Design pesagem_ctrl, sky130hd; sources not shown.
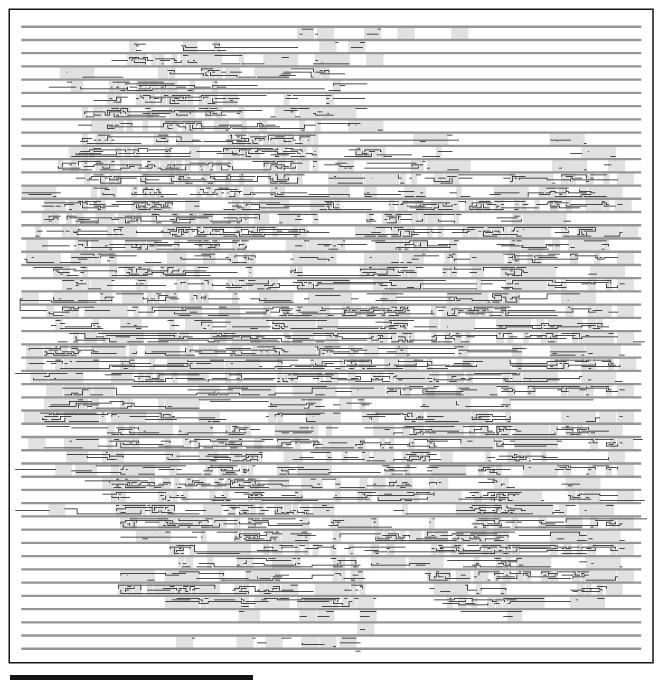
(run_1/layer_met1.png)
Bar = 50 µm. Supply wires on this layer in gray.
The longest straight run is 43.2 µm. The wires run mostly horizontal. The layer holds 46% of the routed length.
via count of the routed design: 6091
met1 GRT Util: 25.9%

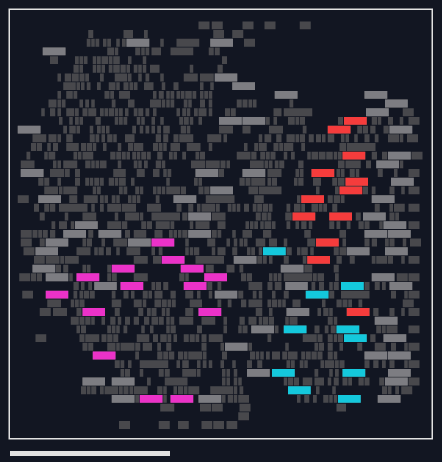
(run_1/flops_by_reg.png)
Bar = 50 µm.
Magenta is soma_q, flops 14. Cyan is u_div.resto_o, flops 10, where south-east. Red is u_div.quociente_o, flops 12, where east.
Reg area: 1940 µm²
fraction of area in registers: 26.0%
P_seq: 0.00141 W
final core occ: 45.8%

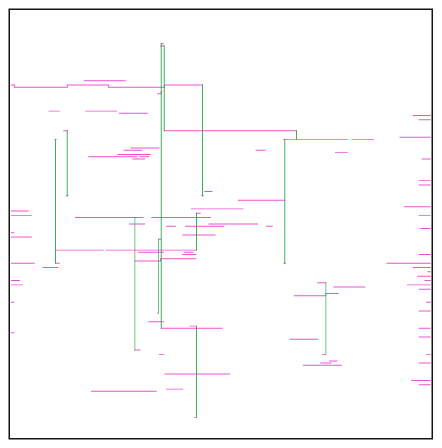
(run_1/wires.png)
Only two layers are drawn.
Green is metal 4, wire length 378 µm. Magenta is metal 3, wire length 697 µm.
wire per inst: 13.8 µm
GR Util All Layers: 20.2%
final WL: 17000 µm

==> impl_metrics.tcl, run 1 <==
# flow metrics
set metrics [dict create \
    p_leak_nw 3.45 \
    critical_path.max_stage_delay_ns 0.43 \
    syn_nets 1033 \
    cts_hold_buf 0 \
    dp_hpwl_um 13000 \
    vias_per_cell 4.94 \
    combinationalPowerShare_pct 42.7 \
    gp_congestion 0.922 \
    coreArea_um2 16300 \
    die_area_um2 17700 \
    p_seq_share_pct 31.2 \
    cts_buffer_depth 2 \
    p_sw_share_pct 41.9 \
    ioPinCount 55 \
    crit_path_frequent_cell "inv_1" \
    clkPwrFrac_pct 26.1 \
    synthCells 959 \
    max_cap_viol_count 0 \
    status "completed" \
    die_w_um 132 \
    cts-buffers-inserted 9 \
    openroad.warnings 40 \
    first_global_vias 5670 \
    worstPathRequired_ns 3.20 \
    total_power_w 0.00454 \
]
run 1: worst min-delay path, delay by kind of cell, from the launching register on:
family | cells | cell delay [ns]
and+or+nand+nor | 1 | 0.06
DFF | 1 | 0.31
AOI/OAI and AO/OA | 1 | 0.05
run 1: power by group through the flow:
stage,clock [W],sequential [W],combinational (W)
4_1_cts,0.00122,0.00141,0.00194
3_3_place_gp,0,0.00144,0.00194
2_1_floorplan,0,0.00143,0.00153
3_5_place_dp,0,0.00145,0.00193
6_report,0.00118,0.00141,0.00194
5_1_grt,0.00127,0.00142,0.00222
run 1: per-layer routing:
layer  wire length, µm  part of all wire (%)  vias up  GRT usage, %
met5                17                  0.10        -             0
met4               378                   2.2        2          6.64
met3               696                   4.1       26          4.01
met2              8030                    47      139          34.2
met1              7880                    46     2695          25.9
li1                  -                     -     3229             -
run 1: cells by family (layout without fill, tap and decap cells):
kind of cell               Yosys count  after routing  share of synthesized area [%]
adders and majority gates           57             57                           11.6
AOI/OAI and AO/OA                  219            219                           18.6
DFF                                 97             97                           30.3
and+or+nand+nor                    395            395                           26.7
xor gates and xnor gates            14             14                           1.91
buffers and inverters              177            231                           10.9
run 1: metrics by stage:
step | cells | worst slack (ns) | util, % | hold WS [ns] | instance area [µm²]
5_1_grt | 1233 | 0.159 | 45.8 | 0.475 | 7460
3_5_place_dp | 1217 | 0.479 | 44.1 | 0.454 | 7180
6_report | 1233 | 0.416 | 45.8 | 0.456 | 7460
3_3_place_gp | 1217 | 0.540 | 44.1 | 0.448 | 7180
4_1_cts | 1233 | 0.559 | 45.9 | 0.464 | 7480
2_1_floorplan | 959 | 0.949 | - | 0.417 | 6410
run 1: Yosys cell counts, drive strengths merged:
cell type	instances	area share, %
nand2	231	14
inv	146	8.5
a21oi	120	9.4
dfxtp	97	30
nor2	71	5.0
nand3	70	5.7
o21ai	55	4.3
ha	53	10
clkbuf	21	1.4
o22ai	12	1.2
xor2	10	1.4
buf	8	0.84
nor3	8	0.62
a21o	7	0.82
o21a	7	0.82
nand4	6	0.59
o211ai	5	0.59
a31oi	4	0.39
fa	4	1.2
or2	4	0.39
xnor2	4	0.55
o21bai	3	0.35
a211oi	2	0.23
clkinv	2	0.12
nor4	2	0.20
o2111ai	2	0.27
a41oi	1	0.14
and2	1	0.098
and3	1	0.098
nand3b	1	0.12
o31ai	1	0.12
run 1: layout by cell type (no fill, tap or decap), drive strengths merged, types with 6 or more instances in the layout:
cell / Yosys / routed
nand2: 231 / 231
inv: 146 / 150
a21oi: 120 / 120
dfxtp: 97 / 97
nor2: 71 / 71
nand3: 70 / 70
o21ai: 55 / 55
ha: 53 / 53
dlygate4sd3: 0 / 40
clkbuf: 21 / 16
clkdlybuf4s50: 0 / 14
o22ai: 12 / 12
xor2: 10 / 10
nor3: 8 / 8
a21o: 7 / 7
o21a: 7 / 7
buf: 8 / 7
nand4: 6 / 6
run 1: area by class of cell:
cell class                      instances  area, µm²
Multi-Input combinational cell        685       3770
Clock inverter                          6       57.6
Tap cell                              220        275
Sequential cell                        97       1940
Clock buffer                           10        239
Timing Repair Buffer                   67        617
Fill cell                            1747       8830
Inverter                              148        556
==> run 2, diff against run 1 <==
--- a/config.mk
+++ b/config.mk
@@ -5,11 +5,11 @@
 export SDC_FILE = /design/constraint.sdc
 export NUM_CORES = 1
 export LEC_CHECK = 0
-export ABC_AREA = 1
+export ABC_AREA = 0
 export CAP_MARGIN = 20
-export CORE_AREA = 2 2 130 132
+export CORE_AREA = 2 2 128 130
 export DETAILED_ROUTE_END_ITERATION = 16
-export DIE_AREA = 0 0 132 134
+export DIE_AREA = 0 0 130 132
 export RECOVER_POWER = 100
 export SKIP_LAST_GASP = 1
 export SLEW_MARGIN = 10
==> run 2 against run 1 <==
  * Setup slack got worse by 0.25 ns
  * Sequential power fell by 4%
  * Sequential share of layout area rose by 0.14 points
  * Wire length fell by 4.7%
  * Die size fell by 3.0%
  * Cell area fell by 0.47%
  * Combinational power fell by about 30%
  * Maximum frequency fell by 8.8%
  * Register-to-register slack got worse by 0.25 ns
  * Critical path depth fell by 2
  * Synthesized area fell by 4.0%
  * Clock power barely moved
  * Critical endpoint is now estavelN_q
  * Largest cell class unchanged
==> impl_metrics.tcl, run 2 <==
# flow metrics
set metrics [dict create \
    vias_per_cell 5.16 \
    fin_area_um2 7420 \
    worstPathRequired_ns 3.29 \
    common_cells "nand2_1, dfxtp_1, a21oi_1" \
    mostFrequentLayoutCell "nand2_1" \
    ioPinCount 55 \
    placed_area_um2 7110 \
    max_cap_viol_count 0 \
    die_area_um2 17200 \
    gp_congestion 0.866 \
    cts_hold_buf 0 \
    nFillCells 1602 \
    synthTopCellsByArea "dfxtp_1, ha_1, nand2_1" \
    yosysTopAreaCell "dfxtp_1" \
    ys_async_sr_fraction_pct 0 \
    cts_buffer_depth 2 \
    dpl.cell_count 1072 \
    status "completed" \
    edf_count 0 \
    coreArea_um2 15700 \
    synthCells 801 \
]
run 2: cell types whose count changed in the layout (fill, tap and decap cells not counted), moves of 16 or more:
cell and change:
a21oi_1 -32, buf_4 +30, inv_1 -87, nand2_1 -89, nand3_1 -55, nor2_1 +16
o21ai_0 -36, xnor2_1 +16
run 2: logic make-up after synthesis:
family,share of synthesized area (%)
xor gates and xnor gates,4.55
buffers and inverters,6.40
DFF,31.5
AOI/OAI and AO/OA,24.1
and+or+nand+nor,20.5
adders and majority gates,12.1
muxes,0.813
run 2: tightest hold or removal path: stages, from the launching register on:
cell and delay (ns):
dfxtp_1 0.31, nand2_1 0.05, a21oi_1 0.05
run 2: final cells by class:
type / count / area (µm²) / area share [%]
well taps: 216 / 270 / 3.64
multi-input cells: 606 / 3840 / 51.8
flip-flops and latches: 97 / 1940 / 26.2
inverters: 58 / 218 / 2.93
clock buffers: 11 / 233 / 3.14
clock inverters: 5 / 63.8 / 0.860
repair buffers: 95 / 850 / 11.4
run 2: stage by stage:
stage                     power (W)  hold WS [ns]  worst slack [ns]
after floorplan             0.00234         0.417             0.119
after global placement      0.00270         0.444           -0.0344
after detailed placement    0.00270         0.447           -0.0298
after CTS                   0.00388         0.457            0.0374
after global routing        0.00411         0.468          -0.00904
final                       0.00388         0.450             0.167
run 2: layer usage:
layer,global-route usage [%],part of all wire [%],wire length (µm)
met5,0,0,0
met4,6.63,2.3,374
met3,4.14,4.4,717
met2,29.2,44,7050
met1,27.6,50,8060
run 2: report_power, final:
part	internal, W	total [W]	switching (W)
sequential	0.00132	0.00135	0.0000300
combinational	0.000595	0.00136	0.000760
clock	0.000654	0.00118	0.000525
total	0.00257	0.00388	0.00131
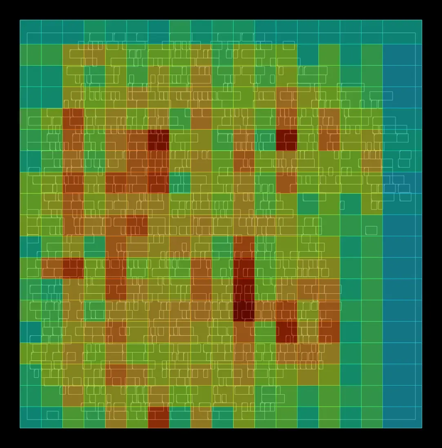
(run_2/congestion.png)
met3 usage: 4.14%
final core occ: 47.2%
met2 Use GR: 29.2%
GR Util All Layers: 19.5%

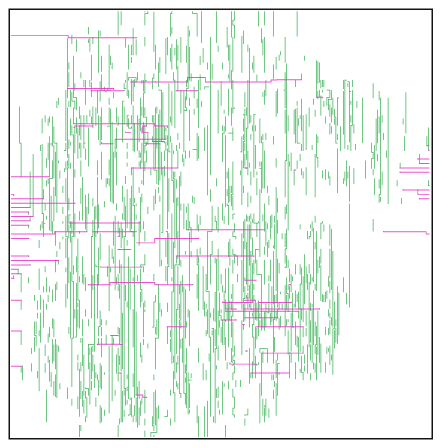
(run_2/wires.png)
Only two layers are drawn.
Magenta is metal 3, wire length 718 µm. Green is metal 2, wire length 7050 µm.
wire per inst: 14.9 µm
via count of the routed design: 5609
final WL: 16200 µm

Power and IR drop assume default switching activity.
